Fig. 1: run 1, logic cells by family
(2 px per um)
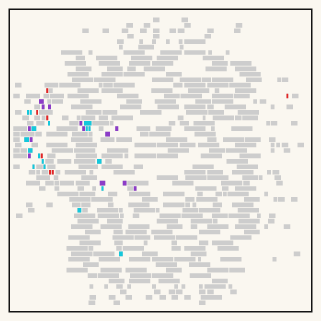
Fig. 2: run 1, clock distribution
(3 px per um)
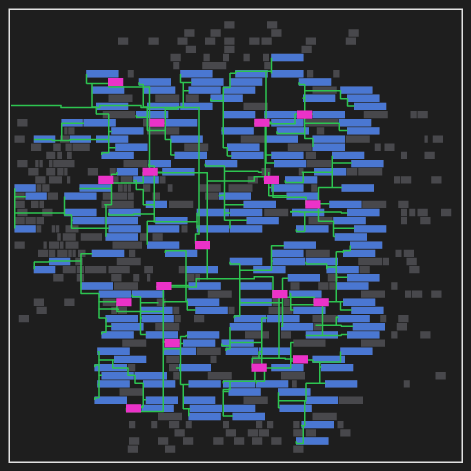
Fig. 3: run 1, port wiring
(3 px per um)
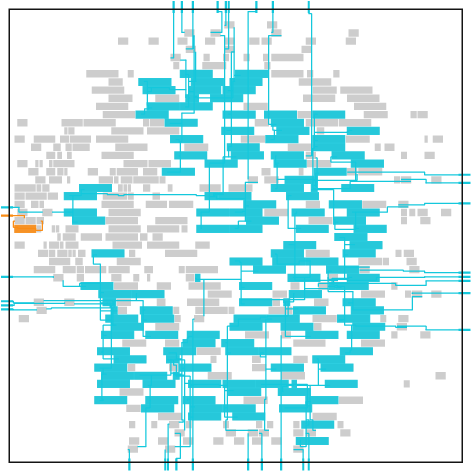
Fig. 4: run 1, routed metal per tile
(2 px per um) 30 x 30 tiles, from white (low) to dark blue (high), scaled to the fullest tile. Values are wire area over tile area, all layers added.
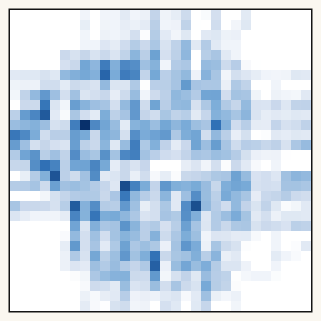
## src/rtl/fpu_pkg.sv

```systemverilog
// Shared floating-point definitions: result classes, round modes, the
// queued entry layout and a saturating counter helper. Used by the result
// queue and by the classifier that the multiplier/divider paths also reuse.
package fpu_pkg;

    // IEEE-754 single-precision classification codes.
    typedef enum logic [2:0] {
        FP_CLASS_ZERO   = 3'd0,
        FP_CLASS_DENORM = 3'd1,
        FP_CLASS_NORMAL = 3'd2,
        FP_CLASS_INF    = 3'd3,
        FP_CLASS_QNAN   = 3'd4,
        FP_CLASS_SNAN   = 3'd5
    } fp_class_t;

    // Round-mode encodings shared with the Adder/Subtractor.
    typedef enum logic [1:0] {
        RM_NEAREST_EVEN = 2'b00,
        RM_TOWARD_ZERO  = 2'b01,
        RM_TOWARD_POS   = 2'b10,
        RM_TOWARD_NEG   = 2'b11
    } round_mode_t;

    // Biased exponent value reserved for infinities and NaNs.
    localparam logic [7:0] FP_EXP_ONES = 8'hFF;

    // One queued result: 32 data + error + overflow + 2 round mode + 3 class.
    localparam int FP_ENTRY_W = 39;

    typedef struct packed {
        logic [31:0] result;
        logic        error;
        logic        overflow;
        round_mode_t round_mode;
        fp_class_t   cls;
    } fp_entry_t;

    // Increment by one when en is set, holding at all-ones.
    function automatic logic [15:0] sat_inc16(input logic [15:0] value, input logic en);
        return (en && (value != 16'hFFFF)) ? value + 16'd1 : value;
    endfunction

endpackage

```

## src/rtl/fp_classify.sv

```systemverilog
// Combinational IEEE-754 single-precision classifier: 32-bit value in,
// 3-bit fp_class_t code out. Shared by the add, multiply and divide paths.
module fp_classify
    import fpu_pkg::*;
(
    input  logic [31:0] value,
    output logic [2:0]  cls
);

    logic [7:0]  exp_field;
    logic [22:0] man_field;

    assign exp_field = value[30:23];
    assign man_field = value[22:0];

    // Decode exponent/mantissa patterns into a class code.
    always_comb begin
        // NOTE: every path of a combinational block must assign the output;
        // giving it a default first guarantees no latch is inferred.
        cls = FP_CLASS_NORMAL;
        if (exp_field == 8'd0) begin
            cls = (man_field == 23'd0) ? FP_CLASS_ZERO : FP_CLASS_DENORM;
        end else if (exp_field == FP_EXP_ONES) begin
            if (man_field == 23'd0) begin
                cls = FP_CLASS_INF;
            end else if (man_field[22]) begin
                cls = FP_CLASS_QNAN;
            end else begin
                cls = FP_CLASS_SNAN;
            end
        end
    end

endmodule

```

## src/rtl/fpu_result_queue.sv

```systemverilog
// Registered result queue behind the Adder/Subtractor. Classifies each
// accepted result, keeps sticky exception flags and presents entries in
// order from a DEPTH-entry FIFO. Full/empty come from the occupancy count,
// so in_ready never depends on out_ready.
// Optional build macro FPU_RESULT_QUEUE_STATS_EN adds saturating push and
// overflow counters (stat_ops, stat_ovf).
module fpu_result_queue
    import fpu_pkg::*;
#(
    parameter int DEPTH = 4,
    parameter int CNT_W = $clog2(DEPTH) + 1
) (
    input  logic             clk,
    input  logic             rst_n,
    input  logic             in_valid,
    output logic             in_ready,
    input  logic [31:0]      in_result,
    input  logic             in_error,
    input  logic             in_overflow,
    input  logic [1:0]       in_round_mode,
    output logic             out_valid,
    input  logic             out_ready,
    output logic [31:0]      out_result,
    output logic             out_error,
    output logic             out_overflow,
    output logic [1:0]       out_round_mode,
    output logic [2:0]       out_class,
    input  logic             flag_clear,
    output logic             sticky_error,
    output logic             sticky_overflow,
    output logic             sticky_invalid,
    output logic [CNT_W-1:0] count
`ifdef FPU_RESULT_QUEUE_STATS_EN
    ,
    output logic [15:0]      stat_ops,
    output logic [15:0]      stat_ovf
`endif
);

    localparam int               PTR_W    = $clog2(DEPTH);
    localparam logic [CNT_W-1:0] FULL_CNT = CNT_W'(DEPTH);

    logic [FP_ENTRY_W-1:0] mem [DEPTH];
    logic [PTR_W-1:0]      wr_ptr;
    logic [PTR_W-1:0]      rd_ptr;
    logic [CNT_W-1:0]      count_q;
    logic [2:0]            in_class;
    fp_entry_t             in_entry;
    fp_entry_t             head;
    logic                  push;
    logic                  pop;
    logic                  in_is_nan;

    fp_classify u_classify (
        .value (in_result),
        .cls   (in_class)
    );

    assign in_ready  = (count_q != FULL_CNT);
    assign out_valid = (count_q != '0);
    assign push      = in_valid & in_ready;
    assign pop       = out_valid & out_ready;
    assign count     = count_q;
    assign in_is_nan = (in_class == FP_CLASS_QNAN) || (in_class == FP_CLASS_SNAN);

    // Pack the incoming result and its class into one storage word.
    always_comb begin
        in_entry            = '0;
        in_entry.result     = in_result;
        in_entry.error      = in_error;
        in_entry.overflow   = in_overflow;
        in_entry.round_mode = round_mode_t'(in_round_mode);
        in_entry.cls        = fp_class_t'(in_class);
    end

    // Storage array write on every accepted push.
    // NOTE: the array is deliberately left out of reset; nothing reads a slot
    // before it is written, and the head outputs are gated to zero when empty.
    always_ff @(posedge clk) begin
        if (push) begin
            mem[wr_ptr] <= in_entry;
        end
    end

    // Pointers and occupancy; pointers wrap naturally at DEPTH.
    always_ff @(posedge clk) begin
        // NOTE: sequential state uses non-blocking assignments so every
        // register samples pre-edge values regardless of statement order.
        if (!rst_n) begin
            wr_ptr  <= '0;
            rd_ptr  <= '0;
            count_q <= '0;
        end else begin
            if (push) begin
                wr_ptr <= wr_ptr + PTR_W'(1);
            end
            if (pop) begin
                rd_ptr <= rd_ptr + PTR_W'(1);
            end
            case ({push, pop})
                2'b10:   count_q <= count_q + CNT_W'(1);
                2'b01:   count_q <= count_q - CNT_W'(1);
                default: count_q <= count_q;
            endcase
        end
    end

    // Sticky exception flags: a setting push beats a same-cycle clear.
    always_ff @(posedge clk) begin
        if (!rst_n) begin
            sticky_error    <= 1'b0;
            sticky_overflow <= 1'b0;
            sticky_invalid  <= 1'b0;
        end else begin
            sticky_error    <= (sticky_error    & ~flag_clear) | (push & in_error);
            sticky_overflow <= (sticky_overflow & ~flag_clear) | (push & in_overflow);
            sticky_invalid  <= (sticky_invalid  & ~flag_clear) | (push & in_is_nan);
        end
    end

    // Head entry, forced to zero while the queue is empty.
    always_comb begin
        head           = fp_entry_t'(mem[rd_ptr]);
        out_result     = '0;
        out_error      = 1'b0;
        out_overflow   = 1'b0;
        out_round_mode = '0;
        out_class      = '0;
        if (out_valid) begin
            out_result     = head.result;
            out_error      = head.error;
            out_overflow   = head.overflow;
            out_round_mode = head.round_mode;
            out_class      = head.cls;
        end
    end

`ifdef FPU_RESULT_QUEUE_STATS_EN
    // Saturating statistics; a push in the clearing cycle counts after the clear.
    always_ff @(posedge clk) begin
        if (!rst_n) begin
            stat_ops <= '0;
            stat_ovf <= '0;
        end else begin
            stat_ops <= sat_inc16(flag_clear ? 16'd0 : stat_ops, push);
            stat_ovf <= sat_inc16(flag_clear ? 16'd0 : stat_ovf, push & in_overflow);
        end
    end
`endif

endmodule

```

## config.mk

```make
export PLATFORM = sky130hd
export DESIGN_NAME = fpu_result_queue
export DESIGN_NICKNAME = d
export VERILOG_FILES = /design/src/rtl/fpu_pkg.sv /design/src/rtl/fp_classify.sv /design/src/rtl/fpu_result_queue.sv
export SDC_FILE = /design/constraint.sdc
export NUM_CORES = 1
export LEC_CHECK = 0
export CAP_MARGIN = 25
export CORE_UTILIZATION = 30
export CTS_BUF_LIST = sky130_fd_sc_hd__clkbuf_4 sky130_fd_sc_hd__clkbuf_8
export DETAILED_ROUTE_END_ITERATION = 8
export PLACE_DENSITY = 0.57
export REMOVE_ABC_BUFFERS = 1
export SYNTH_ARGS = -nofsm -noshare
export SYNTH_HDL_FRONTEND = slang
export SYNTH_HIERARCHICAL = 1
export SYNTH_SLANG_ARGS = --single-unit
```

## constraint.sdc

```tcl
create_clock -name clk -period 6.7 [get_ports clk]
set_input_delay 0.67 -clock clk [delete_from_list [all_inputs] [get_ports clk]]
set_output_delay 0.67 -clock clk [all_outputs]
set_load 0.005 [all_outputs]
```

==> flow_metrics.env, run 1 <==
# flow metrics
export IMPL_layout_cells_most_common_list="edfxtp_1 (156), clkdlybuf4s50_1 (87), nor2b_1 (40), mux4_2 (39), clkbuf_8 (17)"
export IMPL_gp_congestion=0.683
export IMPL_period_used_pct=49.1
export IMPL_finalSetupViolCount=0
export IMPL_nNetsFinal=475
export IMPL_yosysWarnings=6
export IMPL_crit_chain="mux4_2 -> nor2b_1 -> clkdlybuf4s50_1"
export IMPL_use_met3_pct=4.00
export IMPL_grt_overflow_total=0
export IMPL_regToRegStartpoint="count[2]"
export IMPL_hold_viol=0
export IMPL_rows=53
export IMPL_clockBufferDepth=2
export IMPL_dp_hpwl_um=8350
export IMPL_use_met2_pct=20.8
export IMPL_busiest_layer="met2"
export IMPL_chipWidth_um=150
export IMPL_insertion_delay_ns=0.45
export IMPL_synth_avg_cell_area_um2=20.1
export IMPL_avgViaCountPerCell=4.65
export IMPL_holdPathEnd="sticky_error"
export IMPL_grt_total_usage_pct=12.7
export IMPL_cts_root_buf="clkbuf_8"
export IMPL_grt_setup_unrepaired="false"
export IMPL_ys_area_um2=6610
export IMPL_holdCritPathClass="flip-flop to flip-flop"
export IMPL_core_um2=21300
export IMPL_min_period_ns=3.29
export IMPL_yosys_cell_types_count=35
export IMPL_warnings=28
export IMPL_clk_pin_slew_ns=0.09
export IMPL_drt_first_pass_iters=4
export IMPL_fp_util_pct=31.1
export IMPL_tightest_slew_ns=0.830
export IMPL_drc=0
export IMPL_worstPathArrival_ns=2.62
export IMPL_met1_usage_pct=15.8
export IMPL_max_clock_freq_mhz=304
export IMPL_antenna_cells=0
export IMPL_grt_max_degree=40
export IMPL_power_density_nw_per_um2=357
export IMPL_clock_sinks=168
export IMPL_critPathSlowestCell="dfxtp_4"
export IMPL_ir_drop_mv=0.170
export IMPL_start_kind="flip-flop"
export IMPL_hold_slack_ns=0.485
export IMPL_endpoint_kind="output port"
export IMPL_grt_pass1_vias=3613
export IMPL_leakagePower_nw=2.59
export IMPL_die_h_um=150
export IMPL_reg2reg_depth=9
export IMPL_crit_required_ns=6.03
export IMPL_drt_total_wl_um=13200
export IMPL_via_count=3327
export IMPL_r2r_end="count[2]"
export IMPL_syn_to_final_growth_pct=26.2
export IMPL_wl_per_cell_um=18.4
export IMPL_syn_area_um2=6610
export IMPL_h_tree_depth=4
export IMPL_layout_top_cell="edfxtp_1"
export IMPL_hold_path_startpoint="sticky_error"
export IMPL_cpPeakStageDelay_ns=0.91
export IMPL_ff2ff_setup_slack_ns=4.13
export IMPL_postSynthSeqShare_pct=74.5
export IMPL_grt_pass1_wl_um=20500
export IMPL_slew_viol_final=0
export IMPL_numSynthFlops=168
export IMPL_post_cts_buffers=0
export IMPL_critical_path_class="flip-flop to output port"
export IMPL_setup_ws_ns=3.41
export IMPL_cts_resized=0
export IMPL_relSlewSlack_pct=44.7
export IMPL_antenna_found_initial=0
export IMPL_drive_gt1_share_pct=20.4
export IMPL_drt_initial_drc_count=230
export IMPL_place_ws_ns=3.80
export IMPL_setup_tns_ns=0
export IMPL_cts_tree="done"
export IMPL_hold_depth=2
export IMPL_synth_cells=329
export IMPL_ys_cells=329
export IMPL_max_cap_violations=0
export IMPL_ant_nets=0
export IMPL_hold_buffers=0
export IMPL_dieArea_um2=22600
export IMPL_cp_max_fo=39
export IMPL_cts_buffers=17
export IMPL_status="completed"
-- Fig. 1 (at the start) --
inverting AOI/OAI gates -> purple  # cells 13, most used o21ai_1, where left middle
NAND gates -> cyan  # cells 17, most used nand2_1, where left middle
inverters -> red  # cells 7, most used inv_1

-- Fig. 2 (at the start) --
cells driving clock nets -> magenta  # count 17
clock wires -> green  # length 1,800 um
flip-flops -> blue  # count 168
routed clock nets = 18
clk pwr: 0.819 mW
Worst Skew: 0.00790 ns

-- Fig. 3 (at the start) --
`in_result` -> cyan  # bits 32, direction input, edge 10 bottom, 9 top, 8 right, 5 left, end cells 139, buffers 32, wire 2,340 um
`sticky_invalid` -> orange  # bits 1, direction output, edge left, end cells 1, buffers 1, wire 21.9 um
I/O pins: 88
number of port buffers: 87

-- Fig. 4 (at the start) --
nearly empty tiles = 24%
densest ninth of the die = left middle
mean over tiles = 0.091
fullest tile = 0.41
tiles over half the peak = 9.7%

## run 1: through the flow
stage                     std cells  cell area (um2)  utilization (%)  power (mW)
after detailed placement        684             7890             37.0        2.22
final                           716             8350             39.2        2.98
after global placement          679             7780             36.5        2.19
after CTS                       716             8350             39.2        3.04
after global routing            716             8350             39.2        3.14
after floorplan                 316             6540                -        1.76
## run 1: worst max path at each step
stage / depth (start not counted) / slack, ns / end
floorplan: 2 / 3.52 / out_class[0]
global placement: 3 / 3.77 / out_result[26]
detailed placement: 3 / 3.80 / out_result[6]
CTS: 3 / 3.28 / out_result[6]
global route: 3 / 3.17 / out_result[8]
finish: 3 / 3.41 / out_result[22]
## run 1: worst max-delay path, delay by kind of cell (launching register included)
kind                   cells  cell delay (ns)
buffers and inverters      1             0.46
flip-flops                 1             0.91
multiplexers               1             0.62
AND/OR/NAND/NOR            1             0.15
## run 1: report_power, final
part	switching, mW	internal (mW)	total, mW
logic	0.310	0.494	0.804
clock network	0.368	0.451	0.819
registers	0.0980	1.26	1.36
## run 1: per-layer routing
metal  share of wire (%)  vias to the layer above  wire, um
met1                  43                     1717      5640
li1                    -                     1512         -
met4                 1.4                        0       185
met2                  50                       81      6590
met5                   0                        -         0
met3                 5.6                       17       742
## run 1: cell families after synthesis
kind of cell	Yosys count	share of synthesized area, %
muxes	41	13.6
adders and majority gates	6	1.25
xor gates and xnor gates	2	0.265
buffers and inverters	20	1.51
AOI/OAI and AO/OA	14	1.27
DFF	168	74.5
and+or+nand+nor	78	7.64
## run 1: cell usage after synthesis
library cell	count	area share [%]
mux2i_1	2	0.30
inv_1	6	0.34
a21boi_1	2	0.23
xor2_1	1	0.13
xnor2_1	1	0.13
or3b_1	1	0.13
inv_2	1	0.057
fa_1	1	0.30
nand3b_1	4	0.45
buf_6	2	0.34
or2_1	1	0.095
buf_4	2	0.23
a31oi_1	1	0.095
a21oi_2	1	0.13
a31o_1	1	0.13
dfxtp_1	12	3.6
o21ai_0	4	0.30
nor4_2	4	0.76
nor3_1	1	0.076
nand4_1	2	0.19
nand2_1	10	0.57
ha_1	5	0.95
nor4_1	3	0.28
nor2b_1	40	3.8
and3_1	4	0.38
nand4bb_1	1	0.17
nor3_2	1	0.15
or3_1	2	0.19
and4_1	1	0.13
mux4_2	39	13
o21ai_1	5	0.38
clkbuf_1	7	0.40
and2_1	3	0.28
buf_2	2	0.15
edfxtp_1	156	71
## run 1: layout make-up
type / count / area, um2
clock buffers: 18 / 241
fillers: 1904 / 12900
well taps: 275 / 344
flip-flops and latches: 168 / 4930
inverters: 7 / 26.3
repair buffers: 93 / 986
multi-input cells: 141 / 1600
clock inverters: 14 / 221
## run 1: registers in the layout (all words and copies together), names as in the netlist, named ones only
| register | cells |
|---|---|
| rd_ptr | 2 |
| mem | 156 |
| sticky_invalid | 1 |
| count | 3 |
| wr_ptr | 2 |
| sticky_error | 1 |
| sticky_overflow | 1 |
Fig. 5: run 1, congestion heat map
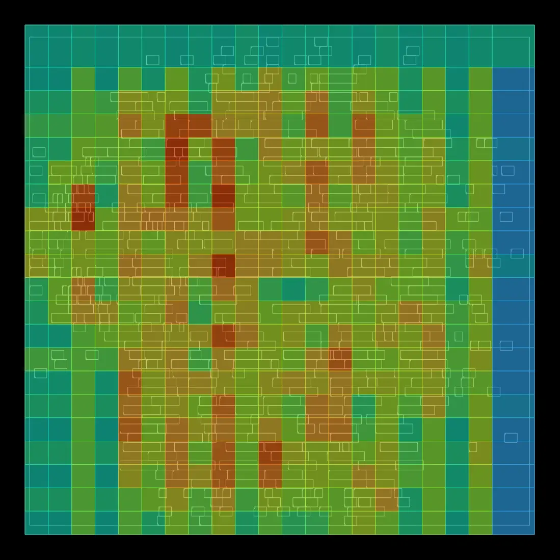

==> run 2: changes to the inputs <==
clock period = 3.1 ns   (was 6.7 ns; I/O delays follow)
Fig. 6: run 2, congestion heat map
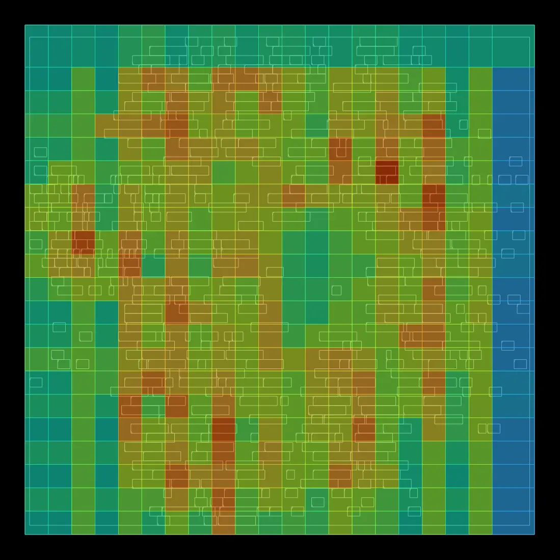
met2 Resource Use GR: 20.4%
post-layout util: 38.9%
Top Usage Layer GRT: met2
All-Layer GR Usage: 12.6%
GRT met3 Usage: 3.70%

==> run 2 against run 1 <==
  * Synthesized cell count unchanged
  * Largest power group unchanged
  * Largest cell class unchanged
  * Sequential power increased by 110%
  * Register-to-register slack lost 3.6 ns
==> flow_metrics.env, run 2 <==
# flow metrics
export IMPL_cts_resized=0
export IMPL_dieArea_um2=22600
export IMPL_edf_count=156
export IMPL_die_h_um=150
export IMPL_core_um2=21300
export IMPL_numPortBuffers=87
export IMPL_clk_pin_slew_ns=0.09
export IMPL_crit_required_ns=2.79
export IMPL_warnings=28
export IMPL_drive_gt1_share_pct=20.7
export IMPL_finalSetupViolCount=0
export IMPL_synth_top_area_share_pct=70.8
export IMPL_drt_initial_drc_count=177
export IMPL_max_clock_freq_mhz=362
export IMPL_chipWidth_um=150
export IMPL_avgViaCountPerCell=4.64
export IMPL_min_period_ns=2.76
export IMPL_ys_cells=329
export IMPL_cts_root_buf="clkbuf_8"
export IMPL_synth_cells=329
export IMPL_tightest_slew_ns=0.577
export IMPL_largest_reg_flops=156
export IMPL_max_cap_violations=0
export IMPL_yosysWarnings=6
export IMPL_via_count=3344
export IMPL_h_tree_depth=4
export IMPL_cts_tree="done"
export IMPL_critical_path_class="flip-flop to output port"
export IMPL_nNetsFinal=479
export IMPL_ys_flop_type="edfxtp_1"
export IMPL_synth_most_common_cell="edfxtp_1"
export IMPL_antenna_cells=0
export IMPL_drc=0
export IMPL_async_reset_ff_share_pct=0
export IMPL_layout_cells_most_common_list="edfxtp_1 (156), clkdlybuf4s50_1 (87), nor2b_1 (40), mux4_2 (39), clkbuf_8 (17)"
export IMPL_yosys_cell_types_count=35
export IMPL_antenna_found_initial=0
export IMPL_grt_pass1_wl_um=20300
export IMPL_power_density_nw_per_um2=751
export IMPL_cts_buffers=17
export IMPL_clockBufferDepth=2
export IMPL_post_cts_buffers=0
export IMPL_dp_hpwl_um=8540
export IMPL_ios=88
export IMPL_regMostFlops="mem"
export IMPL_rows=53
export IMPL_leakagePower_nw=2.57
export IMPL_grt_max_degree=25
export IMPL_numSynthFlops=168
export IMPL_start_kind="flip-flop"
export IMPL_ant_nets=0
export IMPL_hold_depth=2
export IMPL_drt_total_wl_um=13400
export IMPL_topCellsByArea="edfxtp_1 (71%), mux4_2 (13%), nor2b_1 (3.8%)"
export IMPL_syn_to_final_growth_pct=25.4
export IMPL_layout_top_cell="edfxtp_1"
export IMPL_holdCritPathClass="flip-flop to flip-flop"
export IMPL_ir_drop_mv=0.374
export IMPL_status="completed"
export IMPL_worstPathArrival_ns=2.45
export IMPL_wl_per_cell_um=18.6
export IMPL_ys_area_um2=6610
==> run 2: cell types whose count changed in the layout (fill, tap and decap cells not counted) <==
cell,previous run,this run
buf_4,1,5
inv_6,3,1
bufinv_16,5,2
clkbuf_4,1,3
clkinv_2,1,2
clkinv_1,0,2
buf_16,1,0
buf_12,4,5
==> run 2: cell type report <==
cell class	instances	area, um2
multi-input cells	141	1600
inverters	7	26.3
clock buffers	20	256
flip-flops and latches	168	4930
clock inverters	12	126
fillers	1933	13000
repair buffers	97	1010
well taps	275	344
==> run 2: metal layers <==
metal	wire, um	GRT usage [%]
met5	0	0
met2	6680	20.4
met4	106	3.94
met1	6030	16.3
met3	604	3.70
==> run 2: cell families after synthesis <==
family | count (synthesis) | share of synthesized area, %
adders and majority gates | 6 | 1.25
DFF | 168 | 74.5
AOI/OAI and AO/OA | 14 | 1.27
and+or+nand+nor | 78 | 7.64
muxes | 41 | 13.6
buffers and inverters | 20 | 1.51
xor gates and xnor gates | 2 | 0.265
==> run 2: path summary, 6_finish.rpt <==
| path | startpoint | end | slack [ns] |
|---|---|---|---|
| worst max-delay path | flip-flop | out_class[2] | 0.34 |
| worst min-delay path | rd_ptr[1] | flip-flop | 0.49 |
| worst max register to register | count[2] | count[2] | 0.52 |
| worst min register to register | rd_ptr[1] | flip-flop | 0.49 |
==> run 2: stage by stage <==
stage / util [%] / cells / setup WS (ns) / total power, mW / hold WS, ns
4_1_cts: 38.9 / 720 / 0.234 / 6.35 / 0.476
5_1_grt: 38.9 / 720 / 0.151 / 6.56 / 0.489
3_5_place_dp: 37.1 / 688 / 0.584 / 4.84 / 0.466
6_report: 38.9 / 720 / 0.336 / 6.23 / 0.486
3_3_place_gp: 37.1 / 688 / 0.654 / 4.83 / 0.457
2_1_floorplan: - / 316 / 0.217 / 3.80 / 0.409
==> run 2: critical path, stage by stage (launching register included) <==
cell and delay (ns):
dfxtp_4 0.59, buf_12 0.24, mux4_2 0.50, nor2b_1 0.18, clkdlybuf4s50_1 0.49
==> run 2: where the power goes <==
group,internal (mW),total [mW],switching [mW]
Sequential,2.72,2.86,0.139
Clock,0.738,1.49,0.754
Combinational,1.10,1.87,0.771
Total,4.56,6.23,1.66
Fig. 7: run 2, port wiring
(3 px per um)
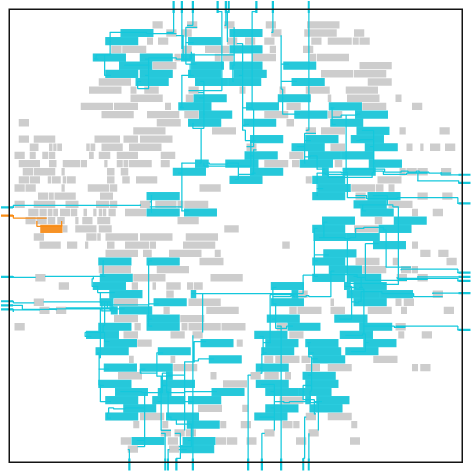

==> run 3: changes to the inputs <==
CELL_PAD_IN_SITES_DETAIL_PLACEMENT = 2   (was not set)
CELL_PAD_IN_SITES_GLOBAL_PLACEMENT = 2   (was not set)
PLACE_DENSITY = 0.68   (was 0.57)
Fig. 8: run 3, port wiring
(3 px per um)
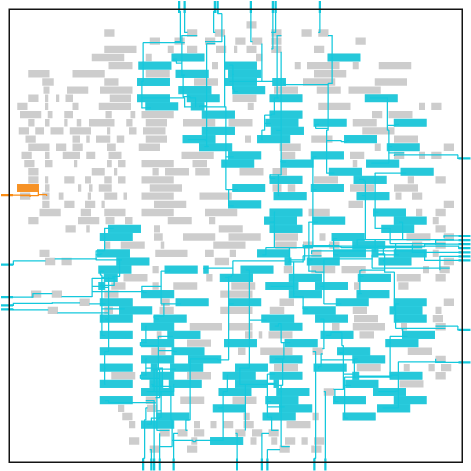
`sticky_invalid` -> orange  # bits 1, direction output, edge left, end cells 1, buffers 1, wire 17.8 um
`in_result` -> cyan  # bits 32, direction input, edge 10 right, 10 bottom, 8 top, 4 left, end cells 139, buffers 32, wire 2,420 um

==> run 3 against run 2 <==
  * Cell area increased by 0.95%
  * Routed wire length is 11% higher
  * Via count rose by 1.8%
  * Utilization is 0.37 points higher
  * Combinational power hardly changed
  * Sequential share of layout area down 0.56 points
  * First-iteration DRC count grew 14%
  * Clock-buffer cell count down 2
  * Clock power increased by 21%
  * Critical path depth is the same
  * Setup slack worse by 0.032 ns
  * Fmax shrank 1.2%
  * Critical endpoint is now out_result[15]
  * Largest cell class unchanged
  * Highest routed layer unchanged
==> flow_metrics.env, run 3 <==
# flow metrics
export IMPL_status="completed"
export IMPL_slew_viol_final=0
export IMPL_ios=88
export IMPL_nNetsFinal=478
export IMPL_postSynthSeqShare_pct=74.5
export IMPL_fp_util_pct=31.1
export IMPL_drive_gt1_share_pct=20.7
export IMPL_rows=53
export IMPL_numSynthFlops=168
export IMPL_synth_avg_cell_area_um2=20.1
export IMPL_synth_cells=329
export IMPL_finish_utilization_pct=39.3
export IMPL_period_used_pct=90.2
export IMPL_ys_flop_type="edfxtp_1"
export IMPL_wl_per_cell_um=20.7
export IMPL_syn_area_um2=6610
export IMPL_grt_setup_unrepaired="false"
export IMPL_path_buffers=2
export IMPL_drt_total_wl_um=14900
export IMPL_crit_required_ns=2.79
export IMPL_grt_overflow_total=0
export IMPL_worstPathArrival_ns=2.49
export IMPL_chipWidth_um=150
export IMPL_min_period_ns=2.80
export IMPL_largest_reg_flops=156
export IMPL_drt_initial_drc_count=201
export IMPL_ys_cells=329
export IMPL_relSlewSlack_pct=58.9
export IMPL_setup_ws_ns=0.304
export IMPL_grt_total_usage_pct=14.5
export IMPL_die_h_um=150
export IMPL_finalSetupViolCount=0
export IMPL_hold_viol=0
export IMPL_final_area_um2=8370
export IMPL_layout_top_cell="edfxtp_1"
export IMPL_critical_path_class="flip-flop to output port"
export IMPL_yosys_cell_types_count=35
export IMPL_topCellsByArea="edfxtp_1 (71%), mux4_2 (13%), nor2b_1 (3.8%)"
export IMPL_ys_area_um2=6610
export IMPL_hold_buffers=0
export IMPL_dp_hpwl_um=9390
export IMPL_ir_drop_mv=0.437
export IMPL_cts_tree="done"
export IMPL_cp_max_fo=16
export IMPL_antenna_found_initial=0
export IMPL_grt_pass1_wl_um=23600
export IMPL_cts_buffers=17
export IMPL_critPathSlowestCell="dfxtp_4"
export IMPL_grt_pass1_vias=3925
export IMPL_grt_max_degree=44
export IMPL_cts_root_buf="clkbuf_8"
export IMPL_core_um2=21300
export IMPL_dieArea_um2=22600
export IMPL_insertion_delay_ns=0.45
export IMPL_top_cells_by_count="edfxtp_1 (156), nor2b_1 (40), mux4_2 (39)"
export IMPL_numPortBuffers=87
export IMPL_yosysWarnings=6
export IMPL_power_density_nw_per_um2=783
export IMPL_clock_sinks=168
export IMPL_gp_congestion=0.702
export IMPL_avgViaCountPerCell=4.73
export IMPL_syn_to_final_growth_pct=26.6
export IMPL_synth_top_area_share_pct=70.8
export IMPL_post_cts_buffers=0
export IMPL_drt_first_pass_iters=4
export IMPL_clk_pin_slew_ns=0.09
export IMPL_cts_resized=0
export IMPL_place_ws_ns=0.541
export IMPL_edf_count=156
export IMPL_max_clock_freq_mhz=358
export IMPL_h_tree_depth=4
export IMPL_synth_most_common_cell="edfxtp_1"
export IMPL_yosysTopAreaCell="edfxtp_1"
export IMPL_cpPeakStageDelay_ns=0.59
export IMPL_leakagePower_nw=2.61
export IMPL_regMostFlops="mem"
export IMPL_drc=0
export IMPL_clockBufferDepth=2
export IMPL_warnings=28
export IMPL_max_cap_violations=0
export IMPL_crit_chain="buf_4 -> mux4_2 -> nor2b_1 -> clkdlybuf4s50_1"
export IMPL_endpoint_kind="output port"
export IMPL_holdCritPathClass="flip-flop to flip-flop"
export IMPL_crit_family="buffers and inverters"
export IMPL_skew_ns=0.0180
export IMPL_via_count=3403
export IMPL_layout_cells_most_common_list="edfxtp_1 (156), clkdlybuf4s50_1 (87), nor2b_1 (40), mux4_2 (39), clkbuf_8 (17)"
export IMPL_async_reset_ff_share_pct=0
export IMPL_placed_area_um2=7910
export IMPL_antenna_cells=0
export IMPL_tightest_slew_ns=0.614
export IMPL_ant_nets=0
export IMPL_start_kind="flip-flop"
export IMPL_setup_tns_ns=0
[run 3: logic make-up (layout without fill, tap and decap cells)]
family | after synthesis | in the layout | synth area share [%]
multiplexers | 41 | 41 | 13.6
adder cells (fa/ha/maj) | 6 | 6 | 1.25
buffers and inverters | 20 | 135 | 1.51
AND-OR/OR-AND | 14 | 14 | 1.27
AND/OR/NAND/NOR | 78 | 78 | 7.64
XOR/XNOR | 2 | 2 | 0.265
flip-flops | 168 | 168 | 74.5
[run 3: worst paths after layout]
path                                      start         endpoint  slack (ns)  depth (start not counted)
worst min-delay path            sticky_overflow  sticky_overflow        0.49                          2
worst min register to register  sticky_overflow  sticky_overflow        0.49                          2
worst max register to register         count[2]         count[2]        0.54                          9
worst max-delay path                  flip-flop   out_result[15]        0.30                          4
[run 3: layout make-up]
cell class | count | area (um2)
Timing Repair Buffer | 96 | 1010
Tap cell | 275 | 344
Sequential cell | 168 | 4930
Fill cell | 2026 | 12900
Inverter | 7 | 26.3
Multi-Input combinational cell | 141 | 1600
Clock buffer | 18 | 241
Clock inverter | 14 | 215
[run 3: per-layer routing]
layer  track usage, %  routed length [um]
met1             18.9                6610
met4             4.14                 126
met5                0                   0
met2             23.9                7590
met3             3.39                 569
[run 3: metrics by stage]
step | hold slack (ns) | std cells | total power, mW
3_5_place_dp | 0.473 | 687 | 4.87
4_1_cts | 0.476 | 719 | 6.68
5_1_grt | 0.486 | 719 | 6.91
2_1_floorplan | 0.409 | 316 | 3.80
3_3_place_gp | 0.461 | 687 | 4.82
6_report | 0.491 | 719 | 6.55
[run 3: worst reg2reg max path: stages (launching register included)]
cell and delay (ns):
dfxtp_1 0.44, or3b_1 0.46, and2_1 0.25, inv_2 0.10
ha_1 0.18, inv_1 0.06, fa_1 0.37, xor2_1 0.16
or3_1 0.31, a21boi_1 0.16
[run 3: power breakdown]
group / internal (mW) / switching, mW / total (mW)
Clock: 0.976 / 0.820 / 1.80
Combinational: 1.10 / 0.790 / 1.89
Sequential: 2.72 / 0.144 / 2.87
Total: 4.80 / 1.75 / 6.55
Power and IR drop assume default switching activity.
